### config.mk
export PLATFORM = sky130hd
export DESIGN_NAME = dr_ald_pipe
export DESIGN_NICKNAME = d
export VERILOG_FILES = /design/src/rtl/dr_ald_pipe.sv
export SDC_FILE = /design/constraint.sdc
export NUM_CORES = 1
export LEC_CHECK = 0
export CORE_UTILIZATION = 39
export DETAILED_ROUTE_END_ITERATION = 6
export PLACE_DENSITY = 0.65
export REMOVE_ABC_BUFFERS = 1
export SYNTH_ARGS = -nofsm -noshare
export SYNTH_HDL_FRONTEND = slang
export SYNTH_SLANG_ARGS = --single-unit
### constraint.sdc
create_clock -name i_clk -period 5.04 [get_ports i_clk]
set_input_delay 1.008 -clock i_clk [delete_from_list [all_inputs] [get_ports i_clk]]
set_output_delay 1.008 -clock i_clk [all_outputs]
set_load 0.01 [all_outputs]
### src/rtl/dr_ald_pipe.sv
// Approximate signed divider: Mitchell log-domain subtraction with truncated
// fractions, a borrow-aware antilog shift, and a 3-stage elastic pipeline.
module dr_ald_pipe #(
   parameter int WIDTH      = 16,
   parameter int KEEP_WIDTH = 7,
   parameter int FRAC_BITS  = 8,
   parameter int TAG_WIDTH  = 4
) (
   input  logic                         i_clk,
   input  logic                         i_rst,
   input  logic                         i_valid,
   output logic                         o_ready,
   input  logic [WIDTH-1:0]             i_a,
   input  logic [WIDTH-1:0]             i_b,
   input  logic [TAG_WIDTH-1:0]         i_tag,
   output logic                         o_valid,
   input  logic                         i_ready,
   output logic [WIDTH+FRAC_BITS-1:0]   o_q,
   output logic [TAG_WIDTH-1:0]         o_tag,
   output logic                         o_dbz,
   output logic                         o_sat
);

   localparam int KW = $clog2(WIDTH);
   localparam int QW = WIDTH + FRAC_BITS;
   localparam int MW = QW + KEEP_WIDTH;
   localparam int SW = 16;
   localparam logic [MW-1:0] MAX_M = {{(MW-QW+1){1'b0}}, {(QW-1){1'b1}}};
   localparam logic [QW-1:0] MAX_Q = {1'b0, {(QW-1){1'b1}}};

   typedef struct packed {
      logic                 sign;
      logic                 a_neg;
      logic                 za;
      logic                 zb;
      logic [WIDTH-1:0]     ma;
      logic [WIDTH-1:0]     mb;
      logic [KW-1:0]        ka;
      logic [KW-1:0]        kb;
      logic [TAG_WIDTH-1:0] tag;
   } s1_t;

   typedef struct packed {
      logic                 sign;
      logic                 a_neg;
      logic                 za;
      logic                 zb;
      logic [KW+1:0]        fk;
      logic [KEEP_WIDTH:0]  m;
      logic [TAG_WIDTH-1:0] tag;
   } s2_t;

   function automatic logic [KW-1:0] lod(input logic [WIDTH-1:0] v);
      lod = '0;
      for (int i = 0; i < WIDTH; i++) begin
         if (v[i]) lod = KW'(i);
      end
   endfunction

   // Bits just below the leading one, truncated, with a 1 appended.
   function automatic logic [KEEP_WIDTH-1:0] trunc_frac(input logic [WIDTH-1:0] v,
                                                        input logic [KW-1:0] k);
      trunc_frac = {(KEEP_WIDTH-1)'((v << (WIDTH - 1 - int'(k))) >> (WIDTH - KEEP_WIDTH)),
                    1'b1};
   endfunction

   logic                 s1_v_q, s1_v_d, s2_v_q, s2_v_d, s3_v_q, s3_v_d;
   s1_t                  s1_q, s1_d;
   s2_t                  s2_q, s2_d;
   logic [QW-1:0]        q_q, q_d;
   logic [TAG_WIDTH-1:0] tag_q, tag_d;
   logic                 dbz_q, dbz_d, sat_q, sat_d;
   logic                 s1_load, s2_load, s3_load;

   // Handshake: a transfer happens on a rising edge when valid && ready. A stage
   // loads when it is empty or its content moves on this cycle, so o_ready
   // follows i_ready combinationally through the chain with no bubble.
   always_comb begin
      s3_load = !s3_v_q || i_ready;
      s2_load = !s2_v_q || s3_load;
      s1_load = !s1_v_q || s2_load;
   end

   assign o_ready = s1_load;
   assign o_valid = s3_v_q;
   assign o_q     = q_q;
   assign o_tag   = tag_q;
   assign o_dbz   = dbz_q;
   assign o_sat   = sat_q;

   // S1: signs, exact magnitudes, leading-one positions
   always_comb begin
      logic a_neg, b_neg;
      logic [WIDTH-1:0] ma, mb;
      a_neg   = i_a[WIDTH-1];
      b_neg   = i_b[WIDTH-1];
      ma      = a_neg ? -i_a : i_a;
      mb      = b_neg ? -i_b : i_b;
      s1_v_d  = s1_load ? i_valid : s1_v_q;
      s1_d    = s1_q;
      if (s1_load && i_valid) begin
         s1_d.sign  = a_neg ^ b_neg;
         s1_d.a_neg = a_neg;
         s1_d.za    = (i_a == '0);
         s1_d.zb    = (i_b == '0);
         s1_d.ma    = ma;
         s1_d.mb    = mb;
         s1_d.ka    = lod(ma);
         s1_d.kb    = lod(mb);
         s1_d.tag   = i_tag;
      end
   end

   // S2: log-domain subtraction; a negative fraction difference borrows one
   // from the characteristic, and its low bits are already the wrapped value.
   always_comb begin
      logic [KEEP_WIDTH-1:0] xa, xb;
      logic [KW+1:0]         dk;
      logic [KEEP_WIDTH:0]   dx;
      xa     = trunc_frac(s1_q.ma, s1_q.ka);
      xb     = trunc_frac(s1_q.mb, s1_q.kb);
      dk     = {2'b00, s1_q.ka} - {2'b00, s1_q.kb};
      dx     = {1'b0, xa} - {1'b0, xb};
      s2_v_d = s2_load ? s1_v_q : s2_v_q;
      s2_d   = s2_q;
      if (s2_load && s1_v_q) begin
         s2_d.sign  = s1_q.sign;
         s2_d.a_neg = s1_q.a_neg;
         s2_d.za    = s1_q.za;
         s2_d.zb    = s1_q.zb;
         s2_d.fk    = dk - {{(KW+1){1'b0}}, dx[KEEP_WIDTH]};
         s2_d.m     = {1'b1, dx[KEEP_WIDTH-1:0]};
         s2_d.tag   = s1_q.tag;
      end
   end

   // S3: antilog shift, saturation, sign, zero-operand overrides
   always_comb begin
      logic signed [SW-1:0] sh;
      logic [SW-1:0]        amt;
      logic [MW-1:0]        mw, mag;
      logic [QW-1:0]        qpos;
      logic                 sat_n;
      sh     = SW'($signed(s2_q.fk)) + SW'(FRAC_BITS - KEEP_WIDTH);
      amt    = sh[SW-1] ? -sh : sh;
      mw     = MW'(s2_q.m);
      mag    = sh[SW-1] ? (mw >> amt) : (mw << amt);
      sat_n  = (mag > MAX_M);
      qpos   = QW'(sat_n ? MAX_M : mag);
      s3_v_d = s3_load ? s2_v_q : s3_v_q;
      q_d    = q_q;
      tag_d  = tag_q;
      dbz_d  = dbz_q;
      sat_d  = sat_q;
      if (s3_load && s2_v_q) begin
         tag_d = s2_q.tag;
         if (s2_q.zb) begin
            dbz_d = 1'b1;
            sat_d = !s2_q.za;
            q_d   = s2_q.za ? '0 : (s2_q.a_neg ? -MAX_Q : MAX_Q);
         end else if (s2_q.za) begin
            dbz_d = 1'b0;
            sat_d = 1'b0;
            q_d   = '0;
         end else begin
            dbz_d = 1'b0;
            sat_d = sat_n;
            q_d   = s2_q.sign ? -qpos : qpos;
         end
      end
   end

   always_ff @(posedge i_clk or posedge i_rst) begin
      if (i_rst) begin
         s1_v_q <= 1'b0;
         s2_v_q <= 1'b0;
         s3_v_q <= 1'b0;
         s1_q   <= '0;
         s2_q   <= '0;
         q_q    <= '0;
         tag_q  <= '0;
         dbz_q  <= 1'b0;
         sat_q  <= 1'b0;
      end else begin
         s1_v_q <= s1_v_d;
         s2_v_q <= s2_v_d;
         s3_v_q <= s3_v_d;
         s1_q   <= s1_d;
         s2_q   <= s2_d;
         q_q    <= q_d;
         tag_q  <= tag_d;
         dbz_q  <= dbz_d;
         sat_q  <= sat_d;
      end
   end

endmodule

### Met1 routing

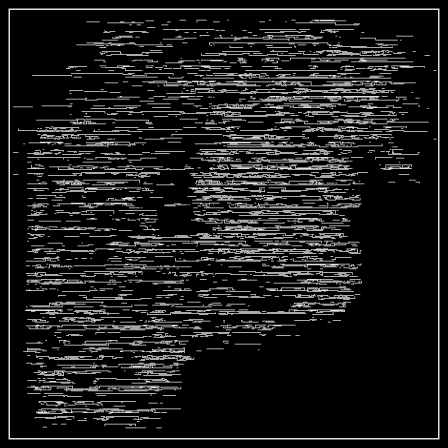
main direction = horizontal
longest straight run = 46.9 um

### The metal 2 layer

Bar = 50 um.
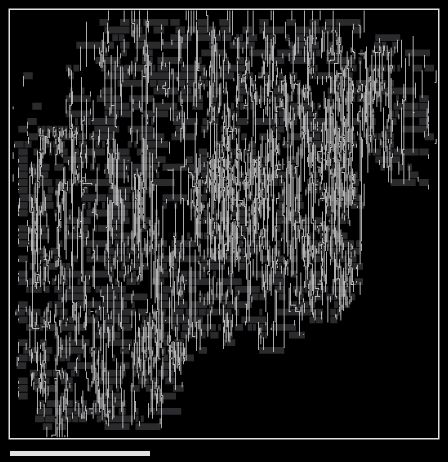
nets with wire on the layer = 981
main direction = vertical
wire length on this layer = 11000 um
share of all routed wire = 47%
vias: 8319
met2 usage: 0.335
WL final: 23200 um

==> results.json <==
{
  "grt_use_met1": 0.267,
  "cp-start-kind": "register",
  "place_hpwl_um": 17400,
  "timing.rr.end": "o_q[22]",
  "syn_area_sq_um": 8850,
  "grtUsageTotal": 0.201,
  "hold_path_class": "reg -> reg",
  "fin_skew_ns": 0.0124,
  "setup_viol": 0,
  "synthAdderAreaFrac": 0.0286,
  "leakage_nw": 4.12,
  "cp.arrival_ns": 4.89,
  "n_antenna_cell": 0,
  "dpl.cell_count": 1421,
  "clkTransAtPathRegs_ns": 0.09,
  "drt_first_pass_iters": 7,
  "fp.coreArea_sq_um": 22000,
  "drc_errors": 0,
  "hold_viol": 0,
  "max_cap_viol_count": 0,
  "cts-resized-gates": 0,
  "ys_warn_count": 0,
  "gpl.final_weighted_congestion": 0.952,
  "simple_gate_share": 0.245,
  "p_seq_frac": 0.179,
  "r2r_slack_ns": 0.40,
  "drive_gt1_frac": 0.112,
  "power.net_switching_mw": 3.73,
  "path_common_cell": "ha_1",
  "layout.nets": 1211,
  "utilization": 0.461,
  "die_area_sq_um": 23300,
  "min_to": "s1_q[1]",
  "fin_area_sq_um": 10200,
  "clock-sinks": 100,
  "seq_area_sq_um": 2500,
  "routed.top_layer": "met4",
  "crit_buf_inv": 0,
  "worst-path-max-fanout": 15,
  "place_area_sq_um": 9840,
  "xor_area_frac": 0.0522,
  "cp_slowest_cell": "or4_1",
  "cts-root-buf": "clkbuf_16",
  "wl_per_cell_um": 16.1,
  "post_cts_buffers": 0,
  "fp-row-count": 54,
  "rr_worst_depth": 15,
  "powerComb_mw": 5.28,
  "crit_cells": 15,
  "internal_power_mw": 3.60,
  "clock_power_share": 0.100,
  "mux_area_frac": 0.0917,
  "warning_count": 26,
  "fmax_mhz": 216,
  "n_fill_cell": 2227,
  "crit_type": "reg -> reg",
  "swShare": 0.509,
  "fin_cells": 1437,
  "max-vdd-ir-drop_v": 0.000395,
  "grt_pass1_wl_um": 38800,
  "die_y_um": 153,
  "top_logic_kind": "AND-OR/OR-AND gates",
  "pg_seq_mw": 1.31,
  "hold_depth": 2,
  "ant_nets": 0,
  "met3_length_um": 1060,
  "powerDensity_nw_per_um2": 721,
  "cp_top_family": "AND-OR/OR-AND gates",
  "drt-met1-wl_um": 10700,
  "dp_slack_ns": 0.347,
  "comb_area_sq_um": 5910,
  "initialDrtViolationCount": 615,
  "ys.flops": 100,
  "regMostFlops": "s1_q",
  "holdBufCountCts": 0,
  "path_cells": "ha_1 > nand2b_1 > o211ai_2 > xnor2_1 > or3_1 > o21ai_2 > a221oi_4 > a41oi_4 > a21oi_1 > ha_1 > o21ai_1 > or4_1 > o41ai_2 > nand2_1 > nor3b_2",
  "ys_types": 95,
  "holdWs_ns": 0.478,
  "grt.busiest_layer": "met2",
  "timing.slew.headroom": 0.316,
  "clock_latency_ns": 0.37,
  "vias_per_cell": 5.79,
  "yosysCellCount": 1116,
  "power_leader": "combinational cells",
  "cts_made_buffers": 9,
  "htree_levels": 3,
  "outcome": "completed",
  "rsz0062_at_grt": "no",
  "flop_cell": "dfrtp_1",
  "min_from": "s1_q[1]",
  "lay_top_cells": "nand2_1 (184), o21ai_0 (105), dfrtp_1 (100)",
  "critical_path_required_ns": 5.29,
  "edf_count": 0,
  "max_stage_delay_ns": 0.70,
  "io_buffers": 71,
  "end_kind": "register",
  "p_comb_frac": 0.721,
  "met2_wirelength_um": 11000,
  "avgSynthCellArea_sq_um": 7.93,
  "grt.overflow.total": 0,
  "ios": 72,
  "syn_inst": 1116,
  "worst_r2r_startpoint": "s2_q[12]",
  "timing.final.ws_setup_ns": 0.401,
  "fin_crit_sh": 0.920,
  "period_needed_ns": 4.64,
  "fp_util": 0.402,
  "synthAoiAreaFrac": 0.250,
  "postSynthSeqShare": 0.283,
  "fp.dieW_um": 153,
  "async_reset_ff_frac": 1.00,
  "powerClk_mw": 0.733
}
### M3 wires

Bar = 50 um.
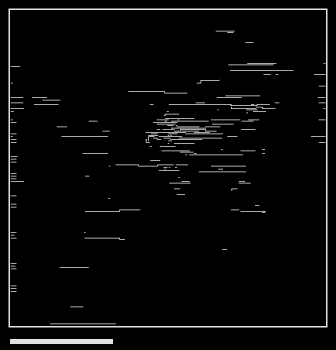
nets with wire on the layer = 118
main direction = horizontal
longest straight run = 31.5 um
share of all routed wire = 4.6%
met3 usage in global routing: 0.0273

-- synth_stat cells (8+ instances only) --
master / n / share of area
nand2_1: 185 / 0.078
o21ai_0: 105 / 0.059
dfrtp_1: 100 / 0.28
nor2_1: 72 / 0.031
a21oi_1: 68 / 0.038
clkbuf_1: 51 / 0.022
mux2i_1: 29 / 0.033
nand2b_1: 29 / 0.020
nor3_1: 29 / 0.016
inv_1: 27 / 0.011
xnor2_1: 27 / 0.027
mux2_2: 25 / 0.032
xor2_1: 22 / 0.022
nand3_1: 20 / 0.011
ha_1: 17 / 0.024
o31ai_1: 17 / 0.014
a31oi_1: 16 / 0.011
buf_2: 13 / 0.0073
nor2b_1: 13 / 0.0092
or2_2: 12 / 0.0085
or3_1: 12 / 0.0085
o211ai_1: 11 / 0.0093
and3_1: 10 / 0.0071
mux4_2: 10 / 0.025
and2_1: 9 / 0.0064
a311oi_1: 8 / 0.0079
o41ai_1: 8 / 0.0079
or4_1: 8 / 0.0068
-- cell families (layout without fill, tap and decap cells) --
family,count (synthesis),in the layout
AND/OR/NAND/NOR,445,445
AND-OR/OR-AND,329,329
buffers and inverters,107,148
flip-flops,100,100
multiplexers,65,65
XOR/XNOR,51,51
adder cells (fa/ha/maj),19,19
-- layout make-up --
type	instances	area share
Inverter	29	0.0110
Sequential cell	100	0.246
Clock buffer	9	0.0222
Clock inverter	7	0.00900
Multi-Input combinational cell	909	0.582
Timing Repair Buffer	103	0.0949
Tap cell	280	0.0345
-- worst max path at each step --
| stage | to |
|---|---|
| after CTS | o_q[22] |
| after global routing | o_q[22] |
| after global placement | s1_q[11] |
| final | o_q[22] |
| after floorplan | o_q[22] |
| after detailed placement | s1_q[11] |
